$ cat src/rtl/sram10t_ctrl_pkg.sv
// Shared types and constants for the SRAM10T port controller and its arbiter.
package sram10t_ctrl_pkg;

  localparam int DEF_ADDR_W = 12;
  localparam int DEF_RD_LAT = 1;

  localparam logic RDWR_READ  = 1'b1;
  localparam logic RDWR_WRITE = 1'b0;

  // Bit positions of the request classes in the arbiter req/gnt vectors
  localparam int CLS_RD = 0;
  localparam int CLS_WR = 1;

  typedef enum logic [2:0] {
    IDLE,
    RD_ISSUE,
    RD_WAIT,
    WR_ISSUE,
    WR_DONE
  } state_t;

  typedef enum logic {
    READ_FIRST  = 1'b0,
    WRITE_FIRST = 1'b1
  } prio_t;

endpackage

$ cat src/rtl/sram10t_req_arb.sv
// Read-class vs write-class arbiter; contested grants strictly alternate,
// uncontested requests are granted directly.
module sram10t_req_arb
  import sram10t_ctrl_pkg::*;
(
  input  logic       clk,
  input  logic       rst,
  input  logic       en,
  input  logic [1:0] req,
  output logic [1:0] gnt
);

  prio_t prio_q;
  logic  contested;

  assign contested = req[CLS_RD] & req[CLS_WR];

  // NOTE: every output of a combinational block gets a default first, so no
  // path through the if/case can leave it unassigned and infer a latch.
  always_comb begin
    gnt = 2'b00;
    if (en) begin
      if (contested) begin
        gnt[CLS_WR] = (prio_q == WRITE_FIRST);
        gnt[CLS_RD] = (prio_q == READ_FIRST);
      end else begin
        gnt = req;
      end
    end
  end

  // NOTE: state is updated with non-blocking assignments so every flop samples
  // pre-edge values regardless of block evaluation order; reset is synchronous.
  always_ff @(posedge clk) begin
    if (rst) begin
      prio_q <= WRITE_FIRST;
    end else if (en && contested) begin
      prio_q <= (prio_q == WRITE_FIRST) ? READ_FIRST : WRITE_FIRST;
    end
  end

endmodule

$ cat src/rtl/sram10t_port_ctrl.sv
// Two-reader / one-writer controller for the SRAM10T macro; every macro pin
// comes straight from a flop and every access takes a fixed number of cycles.
module sram10t_port_ctrl
  import sram10t_ctrl_pkg::*;
#(
  parameter int ADDR_W = DEF_ADDR_W,
  parameter int RD_LAT = DEF_RD_LAT
) (
  input  logic              clk,
  input  logic              rst,
  input  logic              rd0_req,
  input  logic [ADDR_W-1:0] rd0_addr,
  output logic              rd0_gnt,
  output logic              rd0_vld,
  output logic              rd0_data,
  input  logic              rd1_req,
  input  logic [ADDR_W-1:0] rd1_addr,
  output logic              rd1_gnt,
  output logic              rd1_vld,
  output logic              rd1_data,
  input  logic              wr_req,
  input  logic [ADDR_W-1:0] wr_addr,
  input  logic              wr_data,
  output logic              wr_gnt,
  output logic              wr_done,
  output logic              busy,
  output logic              sram_en,
  output logic              sram_rdwr,
  output logic [ADDR_W-1:0] sram_addr1,
  output logic [ADDR_W-1:0] sram_addr2,
  output logic              sram_wdata,
  input  logic              sram_rd1,
  input  logic              sram_rd2
);

  state_t            state_q, state_d;
  logic [1:0]        arb_gnt;
  logic [1:0]        rd_mask_q;   // {rd1 granted, rd0 granted}
  logic [1:0]        vld_pend_q;
  logic [ADDR_W-1:0] rd0_addr_q, rd1_addr_q, wr_addr_q;
  logic              wr_data_q;
  logic [2:0]        cnt_q;
  logic              idle;

  assign idle = (state_q == IDLE);
  assign busy = ~idle;

  sram10t_req_arb u_arb (
    .clk (clk),
    .rst (rst),
    .en  (idle),
    .req ({wr_req, rd0_req | rd1_req}),
    .gnt (arb_gnt)
  );

  always_ff @(posedge clk) begin
    if (rst) state_q <= IDLE;
    else     state_q <= state_d;
  end

  always_comb begin
    state_d = state_q;
    case (state_q)
      IDLE: begin
        if (arb_gnt[CLS_WR])      state_d = WR_ISSUE;
        else if (arb_gnt[CLS_RD]) state_d = RD_ISSUE;
      end
      RD_ISSUE: state_d = RD_WAIT;
      RD_WAIT:  if (cnt_q == 3'd1) state_d = IDLE;
      WR_ISSUE: state_d = WR_DONE;
      WR_DONE:  state_d = IDLE;
      default:  state_d = IDLE;
    endcase
  end

  // Registered outputs and datapath; pulses default low every cycle.
  always_ff @(posedge clk) begin
    if (rst) begin
      rd0_gnt    <= 1'b0;
      rd1_gnt    <= 1'b0;
      wr_gnt     <= 1'b0;
      rd0_vld    <= 1'b0;
      rd1_vld    <= 1'b0;
      wr_done    <= 1'b0;
      rd0_data   <= 1'b0;
      rd1_data   <= 1'b0;
      sram_en    <= 1'b0;
      sram_rdwr  <= RDWR_READ;
      sram_addr1 <= '0;
      sram_addr2 <= '0;
      sram_wdata <= 1'b0;
      rd_mask_q  <= 2'b00;
      vld_pend_q <= 2'b00;
      rd0_addr_q <= '0;
      rd1_addr_q <= '0;
      wr_addr_q  <= '0;
      wr_data_q  <= 1'b0;
      cnt_q      <= 3'd0;
    end else begin
      rd0_gnt    <= 1'b0;
      rd1_gnt    <= 1'b0;
      wr_gnt     <= 1'b0;
      wr_done    <= 1'b0;
      sram_en    <= 1'b0;
      vld_pend_q <= 2'b00;
      rd0_vld    <= vld_pend_q[0];
      rd1_vld    <= vld_pend_q[1];
      case (state_q)
        IDLE: begin
          if (arb_gnt[CLS_WR]) begin
            wr_gnt    <= 1'b1;
            wr_addr_q <= wr_addr;
            wr_data_q <= wr_data;
          end else if (arb_gnt[CLS_RD]) begin
            rd0_gnt    <= rd0_req;
            rd1_gnt    <= rd1_req;
            rd_mask_q  <= {rd1_req, rd0_req};
            rd0_addr_q <= rd0_addr;
            rd1_addr_q <= rd1_addr;
          end
        end
        RD_ISSUE: begin
          sram_en   <= 1'b1;
          sram_rdwr <= RDWR_READ;
          if (rd_mask_q[0]) sram_addr1 <= rd0_addr_q;
          if (rd_mask_q[1]) sram_addr2 <= rd1_addr_q;
          cnt_q <= 3'(RD_LAT);
        end
        RD_WAIT: begin
          cnt_q <= cnt_q - 3'd1;
          if (cnt_q == 3'd1) begin
            if (rd_mask_q[0]) rd0_data <= sram_rd1;
            if (rd_mask_q[1]) rd1_data <= sram_rd2;
            vld_pend_q <= rd_mask_q;
          end
        end
        WR_ISSUE: begin
          sram_en    <= 1'b1;
          sram_rdwr  <= RDWR_WRITE;
          sram_addr1 <= wr_addr_q;
          sram_wdata <= wr_data_q;
        end
        WR_DONE: begin
          sram_rdwr <= RDWR_READ;
          wr_done   <= 1'b1;
        end
        default: ;
      endcase
    end
  end

endmodule
$ cat config.mk
export PLATFORM = sky130hd
export DESIGN_NAME = sram10t_port_ctrl
export DESIGN_NICKNAME = d
export VERILOG_FILES = /design/src/rtl/sram10t_ctrl_pkg.sv /design/src/rtl/sram10t_req_arb.sv /design/src/rtl/sram10t_port_ctrl.sv
export SDC_FILE = /design/constraint.sdc
export NUM_CORES = 1
export LEC_CHECK = 0
export ABC_AREA = 1
export CORE_ASPECT_RATIO = 1.1
export CORE_MARGIN = 2
export CORE_UTILIZATION = 35
export CTS_CLUSTER_DIAMETER = 50
export DETAILED_ROUTE_END_ITERATION = 8
export PLACE_DENSITY = 0.64
export SLEW_MARGIN = 15
export SYNTH_ARGS = -nofsm -noshare
export SYNTH_HDL_FRONTEND = slang
export SYNTH_HIERARCHICAL = 1
export SYNTH_SLANG_ARGS = --single-unit
export TNS_END_PERCENT = 30
$ cat constraint.sdc
create_clock -name clk -period 2.6 [get_ports clk]
set_clock_uncertainty 0.2 [all_clocks]
set_input_delay 0.65 -clock clk [delete_from_list [all_inputs] [get_ports clk]]
set_output_delay 0.65 -clock clk [all_outputs]
set_load 0.02 [all_outputs]
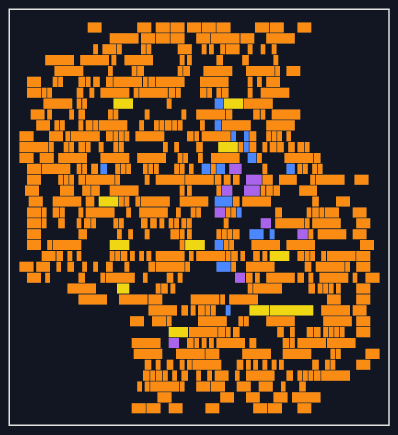
*Cell sizes after repair*
Drawn at 4 px/µm.
| color | size | cells |
|---|---|---|
| purple | drive 3 to 4 | 9 |
| blue | drive 2 | 17 |
| orange | drive 1 or less | 470 |
| yellow | drive 6 and up | 11 |
nonclk buf count: 84
final instance area: 4230 µm²
Layout area overhead: 33.8%
Worst Setup Slack, final: 0.0917 ns

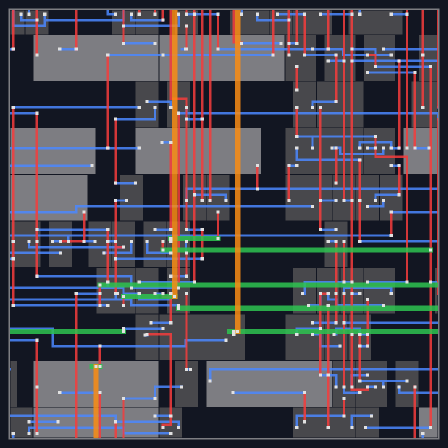
*A small window of the routed layout*
Region (35, 39) to (60, 64) µm. Cells in gray, sequential cells in the stronger gray; small squares are vias.
| color | layer |
|---|---|
| green | met3 |
| blue | met1 |
| red | met2 |
| orange | met4 |
netlist names of flops here include: `sram_addr1` (4), `rd0_addr_q` (3)
most frequent: nand2_1 (15), nor2_1 (10)
cells with their middle in the window: 60
sequential cells in the window: 8

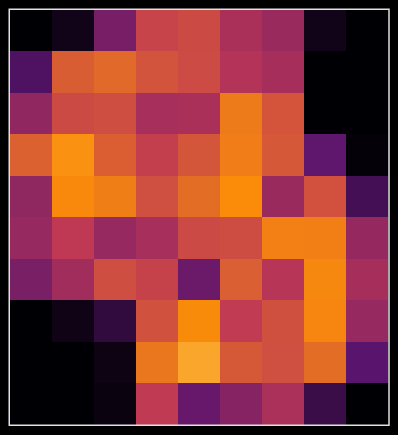
*Placement density heat map*
Drawn at 4 px/µm. The die is cut into 9 by 10 equal tiles; black is low, pale yellow is high, 0 to 100% covered.
mean over tiles: 42%
nearly empty tiles: 14%
emptiest ninth of the die: lower left
final core occ: 47.9%
fp_density: 35.8%
core area: 8830 µm²

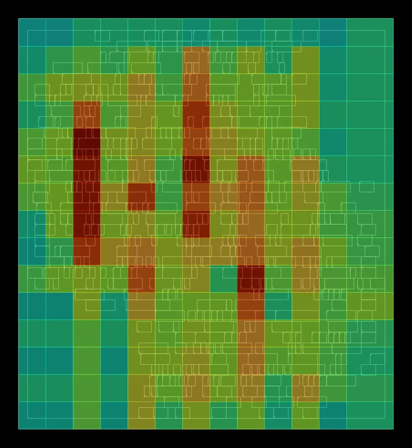
*Track usage over the die*
met1 usage: 19.6%
per-cell routed wire length: 11.6 µm

==> reports/results.tsv <==
metric	value	unit
yosys simple share	26.9	%
most frequent cells in the layout	nor2_1, dfxtp_1, clkdlybuf4s50_1	
CTS tree	done	
Hold Crit Depth	2	
Comb. pwr	0.935	mW
# port buffers	79	
fillcell total	930	
MUX share of area	0	%
via density per instance	4.48	
Post-synth top cells	nor2_1, dfxtp_1, nand2_1	
P_leak	1.81	nW
Overflow after GRT	0	
number of clock buffers in the layout	10	
internal reg-to-reg setup slack	0.53	ns
Inverters	58	
Max VDD drop	0.325	mV
ANT nets after route	0	
# rows	36	
r2r endpoint	wr_addr_q[8]$_SDFFE_PP0P_	
Top cell area share	52.6	%
final-report max-slew violation count	0	
min cycle time layout	2.51	ns
die width	94.6	µm
number of cells on the worst reg-to-reg path	10	
Clock-cell share	4.56	%
Comb gates	266	
min-delay src	vld_pend_q[0]$_SDFF_PP0_	
comb. cell area	1180	µm²
syn nets	471	
DR vias	2785	
Post-DP Area	4030	µm²
area leader, netlist	dfxtp_1	
Final Net Count	548	
Sink Count	83	
max incr delay on CP	0.62	ns
Worst setup endpoint	busy	
top cell category	flip-flops and latches	
Top Family by Delay on Critical Path	buffers and inverters	
CTS Buf Count	9	
Seq cells	83	
Synth Cell Area	3160	µm²
Setup Fix Bufs, Post-CTS	0	
GR Util All Layers	15.8	%
antenna violations before repair	0	
Die H	104	µm
Log Warnings	27	
WHS	0.207	ns
Die ar.	9800	µm²
gr busiest metal	met2	
f_max	0.399	GHz
critical path cell sequence	nor2_4 -> nand2_2 -> clkdlybuf4s50_1	
CP max-delay cell	clkdlybuf4s50_1	
wire length on met1	3.23	mm
Worst-Margin Slew	0.513	ns
main flop type	dfxtp_1	
status	finished clean	
Post-Route WL	7.23	mm
combinational share of power	26.8	%
Clk. pwr	0.907	mW
Hold Vio Cnt, Final	0	
xor+xnor area frac	0	%
Slew HR	65.8	%
AND-OR/OR-AND Cells, Area Fraction	9.74	%
chip area in the Yosys report	3160	µm²
Switching Fraction	33.9	%
gate count of the mapped netlist	425	
DRC	0	
r2r startpoint	state_q[2]$_SDFFE_PP0P_	
Commonest Layout Cell	nor2_1	
Hold Buf Count CTS	0	
Power figures rest on the tool's default switching activity, not on a simulated workload.
